===== src/rtl/led_sequencer.sv =====
// led_sequencer: steps an 8-bit LED bank through BLINK/CHASE/BOUNCE/COUNT
// patterns at a CLK_DIV rate. Optional macro LED_SEQ_PWM_EN adds brightness PWM.
module led_sequencer #(
    parameter int CLK_DIV = 6000000,
    parameter int CNT_W   = 23
) (
    input  logic       sys_clk,
    input  logic       sys_rst,
    input  logic [1:0] mode,
    input  logic       mode_valid,
    output logic       mode_ready,
    input  logic       run,
`ifdef LED_SEQ_PWM_EN
    input  logic [3:0] brightness,
`endif
    output logic       step_tick,
    output logic       busy,
    output logic [7:0] led
);

    typedef enum logic [1:0] {
        S_IDLE,
        S_RUN,
        S_PAUSE
    } state_e;

    typedef enum logic [1:0] {
        M_BLINK,
        M_CHASE,
        M_BOUNCE,
        M_COUNT
    } mode_e;

    localparam logic [CNT_W-1:0] RELOAD = CNT_W'(CLK_DIV - 1);
    localparam logic [CNT_W-1:0] ONE    = CNT_W'(1);

    state_e           r_state;
    mode_e            r_mode;
    logic [7:0]       r_pat;
    logic             r_dir;
    logic [CNT_W-1:0] r_presc;
    logic             r_tick;

    logic       w_accept;
    logic [7:0] w_seed;
    logic [7:0] w_next_pat;
    logic       w_next_dir;

    assign busy       = (r_state == S_RUN);
    assign mode_ready = (r_state != S_RUN);
    assign step_tick  = r_tick;
    assign w_accept   = mode_valid && (r_state != S_RUN);

    // Seed pattern for a freshly loaded mode
    always_comb begin
        w_seed = 8'hAA;
        unique case (mode_e'(mode))
            M_BLINK:  w_seed = 8'hAA;
            M_CHASE:  w_seed = 8'h01;
            M_BOUNCE: w_seed = 8'h01;
            M_COUNT:  w_seed = 8'h00;
        endcase
    end

    // Next pattern and bounce direction for one step of the current mode
    always_comb begin
        w_next_pat = r_pat;
        w_next_dir = r_dir;
        unique case (r_mode)
            M_BLINK:  w_next_pat = ~r_pat;
            M_CHASE:  w_next_pat = {r_pat[6:0], r_pat[7]};
            M_BOUNCE: begin
                if (!r_dir) begin
                    w_next_pat = {r_pat[6:0], 1'b0};
                    if (w_next_pat == 8'h80) w_next_dir = 1'b1;
                end else begin
                    w_next_pat = {1'b0, r_pat[7:1]};
                    if (w_next_pat == 8'h01) w_next_dir = 1'b0;
                end
            end
            M_COUNT:  w_next_pat = r_pat + 8'd1;
        endcase
    end

    // Control FSM, prescaler and pattern register
    always_ff @(posedge sys_clk) begin
        if (sys_rst) begin
            r_state <= S_IDLE;
            r_mode  <= M_BLINK;
            r_pat   <= 8'hAA;
            r_dir   <= 1'b0;
            r_presc <= RELOAD;
            r_tick  <= 1'b0;
        end else begin
            r_tick <= 1'b0;
            if (w_accept) begin
                r_mode  <= mode_e'(mode);
                r_pat   <= w_seed;
                r_dir   <= 1'b0;
                r_presc <= RELOAD;
                r_state <= run ? S_RUN : S_IDLE;
            end else begin
                unique case (r_state)
                    S_IDLE: begin
                        if (run) begin
                            r_state <= S_RUN;
                            r_presc <= RELOAD;
                        end
                    end
                    S_RUN: begin
                        if (r_presc == '0) begin
                            r_presc <= RELOAD;
                            r_tick  <= 1'b1;
                            r_pat   <= w_next_pat;
                            r_dir   <= w_next_dir;
                        end else if (run) begin
                            r_presc <= r_presc - ONE;
                        end
                        if (!run) r_state <= S_PAUSE;
                    end
                    S_PAUSE: begin
                        if (run) r_state <= S_RUN;
                    end
                    default: r_state <= S_IDLE;
                endcase
            end
        end
    end

`ifdef LED_SEQ_PWM_EN
    logic [3:0] r_pwm_cnt;
    logic [7:0] r_led;

    // Brightness gating of the pattern, one cycle behind the pattern register
    always_ff @(posedge sys_clk) begin
        if (sys_rst) begin
            r_pwm_cnt <= 4'd0;
            r_led     <= 8'hAA;
        end else begin
            r_pwm_cnt <= r_pwm_cnt + 4'd1;
            r_led     <= r_pat & {8{r_pwm_cnt < brightness}};
        end
    end

    assign led = r_led;
`else
    assign led = r_pat;
`endif

endmodule


===== config.mk =====
export PLATFORM = sky130hd
export DESIGN_NAME = led_sequencer
export DESIGN_NICKNAME = d
export VERILOG_FILES = /design/src/rtl/led_sequencer.sv
export SDC_FILE = /design/constraint.sdc
export NUM_CORES = 1
export LEC_CHECK = 0
export ABC_CLOCK_PERIOD_IN_PS = 4000
export CAP_MARGIN = 10
export CORE_ASPECT_RATIO = 1.1
export CORE_UTILIZATION = 31
export DETAILED_ROUTE_END_ITERATION = 7
export PLACE_DENSITY = 0.57
export SLEW_MARGIN = 10
export SYNTH_ARGS = -nofsm -noshare
export SYNTH_HDL_FRONTEND = slang
export SYNTH_SLANG_ARGS = --single-unit

===== constraint.sdc =====
create_clock -name sys_clk -period 4 [get_ports sys_clk]
set_input_delay 1 -clock sys_clk [delete_from_list [all_inputs] [get_ports sys_clk]]
set_output_delay 1 -clock sys_clk [all_outputs]
set_load 0.03 [all_outputs]

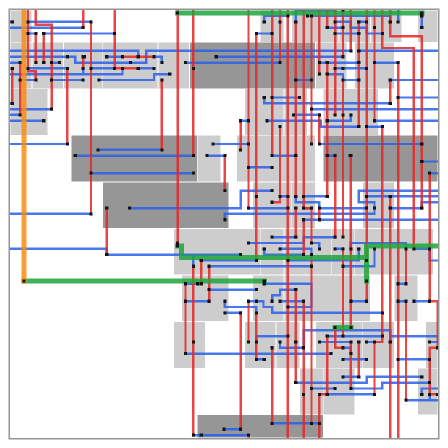
Figure 1: run 1, layout detail.
Region (30, 34) to (55, 59) um. Cells in grey, sequential cells in the stronger grey; small squares are vias.
M4: shown in orange. M1: shown in blue. M3: shown in green. M2: shown in red.
Netlist names of flops here include `r_presc` (4), `r_dir` (1). Sequential cells in the window: 5. Most frequent: nand2_1 (5), nor3_1 (5), dfxtp_1 (5). 43 logic cells have their middle in the window.

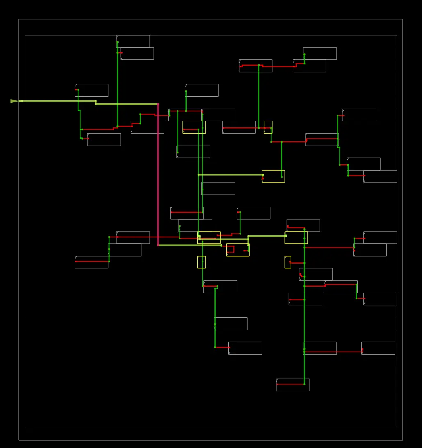
Figure 2: run 1, clock wiring as the flow saved it.
# clk buffers: 6
cts bufs inserted: 5

==> reports/qor.txt, run 1 <==
YS warnings -> 0
GRT Util Overall -> 15.5%
Die area -> 7930 um2
Worst vdd ir -> 0.160 mV
Std-Cell Rows -> 32
PnR worst setup slack -> 1.06 ns
Remaining antenna violation count after routing -> 0
Hold depth -> 2
RSZ-0062 raised after global routing -> no
Critical Path AT -> 1.94 ns
I/O pin total -> 17
Yosys stat chip area -> 2350 um2
Rel. slew slack -> 45.4%
Final-report max-slew violation count -> 0
Setup-failing EPs final -> 0
Outcome -> completed
Post-synth ARST share -> 0%
Final Cycle Share -> 73.6%
Area of the mapped netlist -> 2350 um2
Number of I/O port buffers -> 16
Post-CTS Hold Buffers -> 0
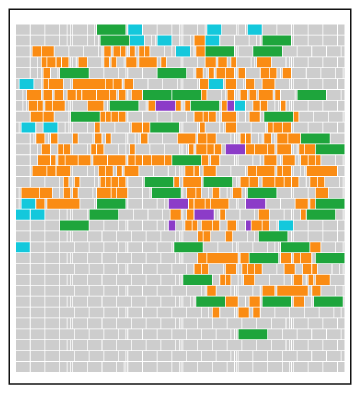
Figure 3: run 1, cells coloured by class.
Drawn at 4 px/um. Fill, decap, tap and diode cells in grey.
sequential cells: shown in green, cells 37, share of their area 29%. remaining logic cells: shown in orange, cells 238, share of their area 61%. clock drivers and dummy loads: shown in purple, cells 8, share of their area 3.3%. remaining buffers and delay cells: shown in cyan, cells 17, share of their area 6.7%.
final core occ: 36.5%
design area: 2620 um2
sequential share of cell area: 28.3%
core area: 7170 um2

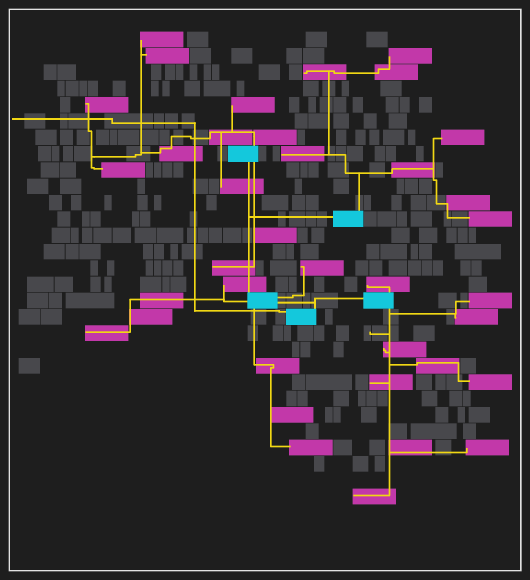
Figure 4: run 1, clock wires, drivers and flops.
Drawn at 6 px/um.
flip-flops: shown in magenta, count 37. clock wires: shown in yellow, length 526 um. clock-net drivers: shown in cyan, count 5.
Position of the flops: spread over the die.
worst-skew pair later-pin latency: 0.28 ns
Setup Skew: 0.00828 ns
Power Clock: 0.000253 W
clock group share of total power: 34.5%

## run 1: final timing paths
check | start | to | slack [ns]
min reg2reg | r_presc[21] | r_presc[21] | 0.51
max | r_state[1] | busy | 1.06
max reg2reg | r_presc[12] | r_presc[6] | 1.61
min | r_presc[21] | r_presc[21] | 0.51
## run 1: kinds of logic (layout without fill, tap and decap cells)
family / after synthesis / after routing / share of synthesized area [%]
XOR/XNOR: 7 / 7 / 2.61
AND/OR/NAND/NOR: 132 / 132 / 32.3
flip-flops: 37 / 37 / 31.5
AND-OR/OR-AND: 72 / 72 / 19.6
buffers and inverters: 32 / 36 / 5.54
adder cells (fa/ha/maj): 5 / 5 / 2.66
multiplexers: 11 / 11 / 5.80
## run 1: area by class of cell
cell class,count,area (um2)
clock inverters,2,10.0
inverters,11,41.3
well taps,85,106
clock buffers,6,72.6
multi-input cells,227,1480
fillers,728,4550
flip-flops and latches,37,741
repair buffers,17,168
## run 1: cells in the mapped netlist, types with 4 or more instances
library cell / n / share of area, %
a21oi_1: 18 / 3.8
a31oi_1: 4 / 1.1
and3_1: 7 / 1.9
clkbuf_1: 18 / 2.9
dfxtp_1: 37 / 32
ha_1: 5 / 2.7
inv_1: 10 / 1.6
mux2i_1: 8 / 3.4
nand2_1: 29 / 4.6
nand2b_1: 5 / 1.3
nand3_1: 14 / 3.0
nor2_1: 21 / 3.4
nor2b_1: 5 / 1.3
nor3_1: 10 / 2.1
nor4_1: 4 / 1.1
o21ai_0: 18 / 3.8
o22ai_1: 4 / 1.1
o31ai_1: 9 / 2.9
or3_1: 8 / 2.1
or4_1: 6 / 1.9
xor2_1: 5 / 1.9
## run 1: sequential cells by signal (all words and copies together), names as in the netlist
name and count:
r_dir 1, r_presc 23, r_state 2, r_mode 2, led 8, step_tick 1
## run 1: worst max-delay path, cell delays in order, from the launching register on
cell	delay, ns
dfxtp_1	0.38
nand2b_1	0.29
clkinv_1	0.31
clkdlybuf4s50_1	0.68
## run 1: routing by layer
metal / wire length, um / vias up / part of all wire [%] / global-route usage, %
met5: 0 / - / 0 / 0
met4: 46 / 0 / 0.81 / 4.24
met3: 176 / 4 / 3.1 / 3.27
met2: 2780 / 34 / 49 / 26.4
met1: 2700 / 1038 / 47 / 19.7
li1: - / 1095 / - / -
## run 1: power by group through the flow
| stage | registers, W | clock network (W) | logic [W] |
|---|---|---|---|
| 3_5_place_dp | 0.000401 | 0 | 0.0000887 |
| 2_1_floorplan | 0.000397 | 0 | 0.0000617 |
| 6_report | 0.000393 | 0.000253 | 0.0000889 |
| 3_3_place_gp | 0.000401 | 0 | 0.0000885 |
| 4_1_cts | 0.000392 | 0.000264 | 0.0000894 |
| 5_1_grt | 0.000395 | 0.000285 | 0.0000983 |
## run 1: stage by stage
step	instance area [um2]	total power (W)
finish	2620	0.000735
global route	2620	0.000778
CTS	2620	0.000746
detailed placement	2530	0.000490
global placement	2530	0.000490
floorplan	2350	0.000459
--- run 2 (diff from run 1) ---
--- a/config.mk
+++ b/config.mk
@@ -5,7 +5,7 @@
 export SDC_FILE = /design/constraint.sdc
 export NUM_CORES = 1
 export LEC_CHECK = 0
-export ABC_CLOCK_PERIOD_IN_PS = 4000
+export ABC_CLOCK_PERIOD_IN_PS = 2900
 export CAP_MARGIN = 10
 export CORE_ASPECT_RATIO = 1.1
 export CORE_UTILIZATION = 31
==> constraint.sdc (replaced) <==
create_clock -name sys_clk -period 2.9 [get_ports sys_clk]
set_input_delay 0.725 -clock sys_clk [delete_from_list [all_inputs] [get_ports sys_clk]]
set_output_delay 0.725 -clock sys_clk [all_outputs]
set_load 0.03 [all_outputs]
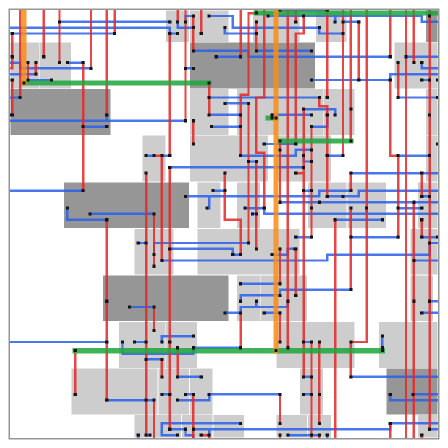
Figure 5: run 2, layout detail.
Region (30, 34) to (55, 59) um. Cells in grey, sequential cells in the stronger grey; small squares are vias.
M4: shown in orange. M2: shown in red. M1: shown in blue. M3: shown in green.
Most frequent: nor2_1 (4), nand2_1 (4), dfxtp_1 (4). Netlist names of flops here include `r_presc` (3), `led` (1). 42 logic cells have their middle in the window. Sequential cells in the window: 4.

==> reports/qor.txt, run 2 <==
Outcome -> completed
Setup-failing EPs final -> 0
Rel. slew slack -> 39.2%
Max incr delay on CP -> 0.69 ns
HP Class -> reg2reg
Final core occ -> 37.9%
Core area -> 7170 um2
Via Count -> 2193
Storage cell area -> 741 um2
Worst-skew pair later-pin latency -> 0.29 ns
Area of the mapped netlist -> 2350 um2
Remaining antenna violation count after routing -> 0
Synth top cells by count -> dfxtp_1 (37), nand2_1 (29), nor2_1 (21)
Pwr Total -> 0.00114 W
Std-Cell Rows -> 32
WL/cell -> 14.5 um
Max FFs per register -> 23
Register with the most flip-flops -> r_presc
Mapped Cells -> 296
Critical path, cell by cell -> nand2b_1, clkinv_1, clkdlybuf4s50_1
Tally of filler cells in the layout -> 748
Worst path bufs/invs -> 2
Min Tclk post-route -> 2.68 ns
I/O pin total -> 17
Die area -> 7930 um2
Overflow after GRT -> 0
Setup Skew -> 0.0126 ns
Yosys stat chip area -> 2350 um2
RSZ-0062 raised after global routing -> no
Final-report max-slew violation count -> 0
Final Cycle Share -> 92.4%
Number of I/O port buffers -> 16
Worst vdd ir -> 0.243 mV
Max-cap violations -> 0
Most frequent cells in the layout -> dfxtp_1 (37), nand2_1 (29), nor2_1 (21), a21oi_1 (18), o21ai_0 (18)
MI comb area -> 1480 um2
PnR worst setup slack -> 0.221 ns
GRT Util Overall -> 15.1%
Top-area cell share -> 31.5%
Post-CTS Hold Buffers -> 0
Area leader, netlist -> dfxtp_1
Critical path's top delay family -> buffers and inverters
Cell area leaders -> dfxtp_1 (32%), nand2_1 (4.6%), a21oi_1 (3.8%)
Critical Path AT -> 1.95 ns
CTS tree -> built
Crit Path Class -> reg2out
Synth top cell by count -> dfxtp_1
YS warnings -> 0
Cts bufs inserted -> 5
Slowest CP cell -> clkdlybuf4s50_1
## run 2: cell counts after synthesis
Identical to the previous run, type by type.
## run 2: report_power, final
part	switching, W	leakage, nW	internal (W)	total [W]
clock network	0.000187	0.0585	0.000281	0.000467
logic	0.0000730	0.589	0.0000566	0.000130
registers	0.0000248	0.301	0.000517	0.000542
## run 2: cell families after synthesis
group           after synthesis  share of synthesized area [%]
flops                        37                           31.5
mux                          11                           5.80
simple gates                132                           32.3
compound gates               72                           19.6
buf+inv                      32                           5.54
fa+ha+maj                     5                           2.66
xor+xnor                      7                           2.61
## run 2: layout make-up
cell class                      count  share of cell area (%)
Tap cell                           85                    3.91
Sequential cell                    37                    27.2
Inverter                           11                    1.52
Multi-Input combinational cell    227                    54.4
Timing Repair Buffer               26                    8.65
Clock inverter                      1                    1.10
Clock buffer                        7                    3.18
## run 2: layer usage
metal	global-route usage (%)	wire, um	up-vias
li1	-	-	1112
met1	19.1	2700	1047
met2	26.4	2800	29
met3	3.27	168	5
met4	3.25	47	0
met5	0	0	-
## run 2: per-stage QoR
stage / hold slack, ns / area, um2 / std cells
floorplan: 0.459 / 2350 / 296
global placement: 0.484 / 2600 / 386
detailed placement: 0.477 / 2600 / 386
CTS: 0.494 / 2720 / 394
global route: 0.526 / 2720 / 394
finish: 0.489 / 2720 / 394
## run 2: path summary, 6_finish.rpt
check,slack (ns),end,from,cells past startpoint
worst min register to register,0.49,r_presc[22],r_presc[22],1
worst max-delay path,0.22,busy,r_state[1],3
worst min-delay path,0.49,r_presc[22],r_presc[22],1
worst max register to register,0.63,r_presc[6],r_presc[12],5
--- run 3 (diff from run 2) ---
--- a/config.mk
+++ b/config.mk
@@ -11,6 +11,7 @@
 export CORE_UTILIZATION = 31
 export DETAILED_ROUTE_END_ITERATION = 7
 export PLACE_DENSITY = 0.57
+export RECOVER_POWER = 100
 export SLEW_MARGIN = 10
 export SYNTH_ARGS = -nofsm -noshare
 export SYNTH_HDL_FRONTEND = slang
==> reports/qor.txt, run 3 <==
Outcome -> completed
Min Tclk post-route -> 2.66 ns
Crit Path Class -> reg2out
Rel. slew slack -> 40.0%
Cts bufs inserted -> 5
Mapped Cells -> 296
Top-area cell share -> 31.5%
Most frequent cells in the layout -> dfxtp_1 (37), nand2_1 (29), nor2_1 (21), a21oi_1 (18), o21ai_0 (18)
I/O pin total -> 17
Core area -> 7170 um2
YS warnings -> 0
Area leader, netlist -> dfxtp_1
HP Class -> reg2reg
Worst r2r src -> r_presc[12]
Die area -> 7930 um2
Area of the mapped netlist -> 2350 um2
Setup Skew -> 0.0123 ns
Register with the most flip-flops -> r_presc
Number of I/O port buffers -> 16
Cell area leaders -> dfxtp_1 (32%), nand2_1 (4.6%), a21oi_1 (3.8%)
Worst-skew pair later-pin latency -> 0.29 ns
Synth top cells by count -> dfxtp_1 (37), nand2_1 (29), nor2_1 (21)
Post-synth ARST share -> 0%
RSZ-0062 raised after global routing -> no
## run 3: cell counts after synthesis
Identical to the previous run, type by type.
## run 3: cell families (layout without fill, tap and decap cells)
group	count (synthesis)	count (layout)	share of synthesized area [%]
simple gates	132	132	32.3
compound gates	72	72	19.6
flops	37	37	31.5
buf+inv	32	45	5.54
mux	11	11	5.80
xor+xnor	7	7	2.61
fa+ha+maj	5	5	2.66
## run 3: routing by layer
metal  up-vias  wire, um  share of wire (%)  GRT usage [%]
met4         0        51               0.88           3.25
met3         7       186                3.2           3.27
li1       1114         -                  -              -
met2        35      2820                 49           26.4
met1      1066      2720                 47           19.1
met5         -         0                  0              0
## run 3: cell type report
class,instances,area [um2]
Fill cell,756,4480
Inverter,11,41.3
Sequential cell,37,741
Clock inverter,1,30.0
Tap cell,85,106
Timing Repair Buffer,26,224
Multi-Input combinational cell,227,1460
Clock buffer,7,86.3
## run 3: critical path, cell delays in order (launching register included)
cell	delay [ns]
dfxtp_1	0.38
nand2b_1	0.26
clkinv_1	0.31
clkdlybuf4s50_1	0.69
## run 3: where the power goes
| part | internal, W | leakage [nW] | switching (W) | total (W) |
|---|---|---|---|---|
| combinational | 0.0000532 | 0.577 | 0.0000733 | 0.000127 |
| sequential | 0.000517 | 0.301 | 0.0000246 | 0.000542 |
| clock | 0.000281 | 0.0585 | 0.000186 | 0.000467 |
| total | 0.000851 | 0.936 | 0.000284 | 0.00114 |
## run 3: per-stage QoR
step	instance area (um2)	std cells	setup slack [ns]	hold WS (ns)	total power [W]
final	2690	394	0.242	0.489	0.00114
after global routing	2690	394	0.128	0.526	0.00118
after CTS	2720	394	0.229	0.494	0.00115
after detailed placement	2600	386	0.475	0.477	0.000683
after global placement	2600	386	0.480	0.484	0.000682
after floorplan	2350	296	0.779	0.459	0.000633
## run 3: worst paths after layout
path / slack, ns / cells past startpoint / to
hold reg to reg: 0.49 / 1 / r_presc[22]
setup / recovery: 0.24 / 3 / busy
setup reg to reg: 0.28 / 7 / led[1]
hold / removal: 0.49 / 1 / r_presc[22]
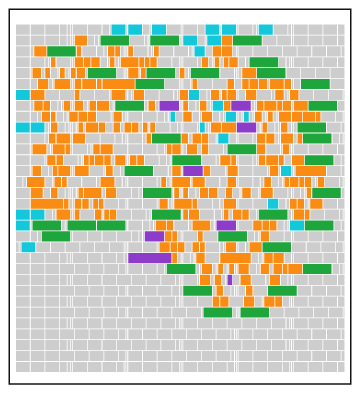
Figure 6: run 3, cells coloured by class.
Drawn at 4 px/um. Fill, decap, tap and diode cells in grey.
sequential cells: shown in green, cells 37, share of their area 29%. remaining buffers and delay cells: shown in cyan, cells 26, share of their area 8.7%. clock drivers and dummy loads: shown in purple, cells 8, share of their area 4.5%. remaining logic cells: shown in orange, cells 238, share of their area 58%.
design area: 2690 um2
Std-Cell Rows: 32
final core occ: 37.5%
sequential share of cell area: 27.6%

Power is estimated from default activity; no workload was simulated.
